===== src/rtl/fetch_unit.sv =====
// fetch_unit -- single-outstanding instruction fetch front end.
//
// Issues one fetch at a time to memory, waits for the in-order response,
// then holds the instruction until downstream takes it. A branch redirect
// reloads the PC and squashes whatever is in flight or held.
//
// Ports
//   clock, reset                 rising-edge clock, synchronous active-high reset
//   stall                        blocks issue of new fetch requests
//   branch_valid/branch_target   redirect; PC <= branch_target next cycle
//   mem_req_valid/addr/ready     fetch request handshake
//   mem_resp_valid/data          read response (in order, one outstanding)
//   instr_valid/data/pc/ready    instruction handshake to downstream
//   program_counter_value        PC of the next fetch
module fetch_unit #(
  parameter int                    ADDR_WIDTH   = 32,
  parameter int                    DATA_WIDTH   = 32,
  parameter logic [ADDR_WIDTH-1:0] RESET_VECTOR = '0,
  parameter int                    PC_STEP      = 1
) (
  input  logic                  clock,
  input  logic                  reset,
  input  logic                  stall,
  input  logic                  branch_valid,
  input  logic [ADDR_WIDTH-1:0] branch_target,
  output logic                  mem_req_valid,
  output logic [ADDR_WIDTH-1:0] mem_req_addr,
  input  logic                  mem_req_ready,
  input  logic                  mem_resp_valid,
  input  logic [DATA_WIDTH-1:0] mem_resp_data,
  output logic                  instr_valid,
  output logic [DATA_WIDTH-1:0] instr_data,
  output logic [ADDR_WIDTH-1:0] instr_pc,
  input  logic                  instr_ready,
  output logic [ADDR_WIDTH-1:0] program_counter_value
);

  typedef enum logic [1:0] {S_FETCH, S_WAIT, S_HOLD} state_t;

  state_t                r_state;
  state_t                w_state_nxt;
  logic [ADDR_WIDTH-1:0] r_pc;
  logic [ADDR_WIDTH-1:0] r_addr;       // address of the request in flight
  logic                  r_kill;       // in-flight response must be dropped
  logic [DATA_WIDTH-1:0] r_instr_data;
  logic [ADDR_WIDTH-1:0] r_instr_pc;
  logic                  w_req_valid;
  logic                  w_instr_valid;
  logic                  w_req_fire;

  // State register
  always_ff @(posedge clock) begin
    if (reset) r_state <= S_FETCH;
    else       r_state <= w_state_nxt;
  end

  // Next-state logic
  always_comb begin
    w_state_nxt = r_state;
    case (r_state)
      S_FETCH: if (w_req_fire) w_state_nxt = S_WAIT;
      // A response that is killed (earlier or same-cycle branch) returns
      // straight to FETCH instead of presenting an instruction.
      S_WAIT:  if (mem_resp_valid)
                 w_state_nxt = (r_kill || branch_valid) ? S_FETCH : S_HOLD;
      S_HOLD:  if (branch_valid || instr_ready) w_state_nxt = S_FETCH;
      default: w_state_nxt = S_FETCH;
    endcase
  end

  // Output logic
  always_comb begin
    w_req_valid   = (r_state == S_FETCH) && !stall && !branch_valid;
    w_instr_valid = (r_state == S_HOLD);
  end

  assign w_req_fire = w_req_valid && mem_req_ready;

  // Datapath: PC, request address, kill flag, held instruction
  always_ff @(posedge clock) begin
    if (reset) begin
      r_pc         <= RESET_VECTOR;
      r_addr       <= '0;
      r_kill       <= 1'b0;
      r_instr_data <= '0;
      r_instr_pc   <= '0;
    end else begin
      // Branch wins over increment; the sum wraps at ADDR_WIDTH.
      if (branch_valid)    r_pc <= branch_target;
      else if (w_req_fire) r_pc <= r_pc + ADDR_WIDTH'(PC_STEP);

      if (w_req_fire) r_addr <= r_pc;

      if (r_state == S_WAIT) begin
        if (mem_resp_valid) begin
          r_kill <= 1'b0;
          if (!r_kill && !branch_valid) begin
            r_instr_data <= mem_resp_data;
            r_instr_pc   <= r_addr;
          end
        end else if (branch_valid) begin
          // Repeated branches leave it set: still exactly one response to drop.
          r_kill <= 1'b1;
        end
      end
    end
  end

  assign mem_req_valid         = w_req_valid;
  assign mem_req_addr          = r_pc;
  assign instr_valid           = w_instr_valid;
  assign instr_data            = r_instr_data;
  assign instr_pc              = r_instr_pc;
  assign program_counter_value = r_pc;

endmodule


===== config.mk =====
export PLATFORM = sky130hd
export DESIGN_NAME = fetch_unit
export DESIGN_NICKNAME = d
export VERILOG_FILES = /design/src/rtl/fetch_unit.sv
export SDC_FILE = /design/constraint.sdc
export NUM_CORES = 1
export LEC_CHECK = 0
export CORE_MARGIN = 3
export CORE_UTILIZATION = 45
export DETAILED_ROUTE_END_ITERATION = 8
export PLACE_DENSITY = 0.8
export SLEW_MARGIN = 20
export SYNTH_ARGS = -nofsm -noshare
export SYNTH_HDL_FRONTEND = slang
export SYNTH_SLANG_ARGS = --single-unit

===== constraint.sdc =====
create_clock -name clock -period 2.2 [get_ports clock]
set_clock_uncertainty 0.1 [all_clocks]
set_input_delay 0.44 -clock clock [delete_from_list [all_inputs] [get_ports clock]]
set_output_delay 0.44 -clock clock [all_outputs]
set_load 0.03 [all_outputs]

**Nets reached from selected ports**

(4 px per um)
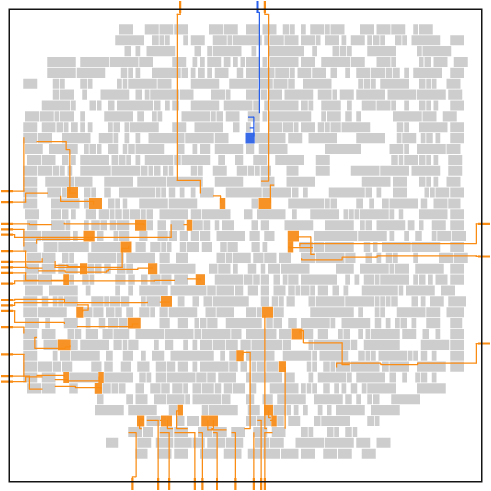
Key: orange = `branch_target` [bits 32, direction input, end cells 33, buffers 32, wire 986 um]; blue = `instr_valid` [bits 1, direction output, end cells 1, buffers 1, wire 32.9 um]

**Placed standard cells**

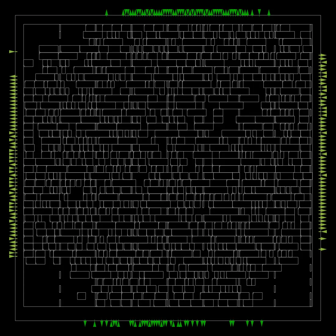
flop share of the area: 0.308
flip-flops: 131
Core ar.: 0.0121 mm2
Tapcells: 168

==> ci_impl_report.md <==
## Synthesis and layout report

| Metric | Value |
|---|---|
| Status | complete, no violations |
| Vias per inst | roughly 5.4 |
| Comb area | 0.00254 mm2 |
| Port Buffers | around 200 |
| H-tree depth | 4 |
| Dominant comb cell | simple AND/OR/NAND/NOR gates |
| Clock buffer depth | 2 |
| AND/OR/NAND/NOR Cells, Area Fraction | 0.257 |
| P&R area growth vs syn | 51.8% |
| Mean post-synth cell area | 7.79 um2 |
| YS chip area | 0.00562 mm2 |
| Io pins | 201 |
| MUX share of area | 0 |
| Antenna Nets Post-Route | 0 |
| Post-route cell area | 0.00852 mm2 |
| Core Util, Final | 0.704 |
| Share of post-route cells with drive strength above 1 | 0.110 |
| Pwr/cell area | about 730 mW/mm2 |
| Grt ovf | 0 |
| Max FO, Critical Path | 6 |
| Total number of vias | 5849 |
| Ao+oa area frac | 0.181 |
| Cell Rows | 40 |
| Final total power | between 6 and 7 mW |
| Worst Setup Path Type | register to primary output |
| Startpoint types | register |
| DRT Pass-1 Iters | 5 |
| Slew Limit Fails | 0 |
| Chip Area | around 0.014 mm2 |
| Syn nets | 793 |
| Relative slew margins | 0.622 |
| Die Wd | 118 um |
| Post-Route WL | 17.3 mm |
| Delay-heaviest family, CP | buffers and inverters |
| # Max-Cap Violations | 0 |
| Initial antenna violation count | 0 |
**Routed clock nets over the placement**

(2 px per um)
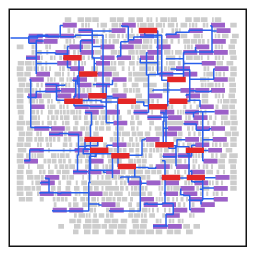
Key: purple = flip-flops [count 131]; red = clock-net drivers [count 17]; blue = clock wires [length 1640 um]
There are 18 routed clock nets.

-- area by class of cell --
type,count,area share
clock buffer,20,0.0536
clock inverter,12,0.0207
inverter,7,0.00308
multi-input combinational,500,0.298
sequential,131,0.308
tap,168,0.0247
timing repair buffer,252,0.292
-- metrics by stage --
| stage | setup slack [ns] | hold WS (ns) |
|---|---|---|
| 2_1_floorplan | 0.0886 | 0.332 |
| 3_3_place_gp | -0.204 | 0.337 |
| 3_5_place_dp | -0.251 | 0.343 |
| 4_1_cts | 0.00189 | 0.350 |
| 5_1_grt | 0.00204 | 0.366 |
| 6_report | 0.0233 | 0.349 |
-- path summary, 6_finish.rpt --
kind,startpoint,to,slack (ns),cells past startpoint
worst min register to register,r_addr[22],instr_pc[22],0.35,2
worst min-delay path,r_addr[22],instr_pc[22],0.35,2
worst max-delay path,mem_req_addr[22],program_counter_value[22],0.02,1
worst max register to register,mem_req_addr[1],mem_req_addr[27],0.13,6
-- sequential cells by signal (all words and copies together) (netlist names) --
signal        cells
instr_data       32
instr_pc         32
mem_req_addr     32
r_addr           32
r_kill            1
r_state           2
-- cells by family after synthesis --
kind of cell | Yosys count
xor+xnor | 5
fa+ha+maj | 1
simple gates | 314
buf+inv | 90
flops | 131
compound gates | 180
-- power by group --
group	switching (mW)	internal [mW]	leakage [nW]	total [mW]
sequential	0.0648	2.42	1.06	2.49
clock	1.06	1.96	0.307	3.03
combinational	0.388	0.330	1.85	0.718
total	1.52	4.72	3.22	6.23
-- routing by layer --
metal / global-route usage / share of wire
met5: 0 / 0
met1: 0.314 / 0.44
met4: 0.0901 / 0.021
met3: 0.0577 / 0.071
met2: 0.383 / 0.47
-- cells in the mapped netlist, types with 2 or more instances --
master | count | area [um2]
o221ai_1 | 2 | 17.5
o211ai_1 | 7 | 52.6
nand2_1 | 221 | 830
a2bb2oi_1 | 2 | 17.5
o21ai_0 | 9 | 45.0
buf_1 | 5 | 18.8
buf_4 | 32 | 240
o22ai_1 | 3 | 18.8
xnor2_1 | 4 | 35.0
a31oi_1 | 12 | 75.1
and2_1 | 7 | 43.8
clkbuf_1 | 36 | 135
a211oi_1 | 2 | 15.0
buf_2 | 9 | 45.0
dfxtp_1 | 131 | 2620
nor4_4 | 4 | 85.1
and3_1 | 6 | 37.5
nor4_1 | 7 | 43.8
nand3_1 | 17 | 85.1
or3_1 | 5 | 31.3
a21oi_1 | 124 | 621
o311ai_0 | 6 | 52.6
nor3_1 | 6 | 30.0
a22oi_1 | 7 | 52.6
or4_1 | 3 | 22.5
and4_1 | 5 | 43.8
nor2b_1 | 2 | 12.5
nor2_1 | 12 | 45.0
nand4_1 | 13 | 81.3
inv_1 | 6 | 22.5
-- worst reg2reg max path: cells and delay by family, from the launching register on --
family | cells | cell delay [ns]
buffers and inverters | 1 | 0.13
AND-OR/OR-AND | 2 | 0.27
flip-flops | 1 | 0.36
AND/OR/NAND/NOR | 3 | 1.07
-- what timing repair did --
action                     4_1_cts  5_1_grt
pin swaps                        1        1
gates cloned                     0        0
setup endpoints to repair       13       22
hold buffers                     0        0
buffers inserted                 0        1
gates resized                   10       18
Power is estimated from default activity; no workload was simulated.
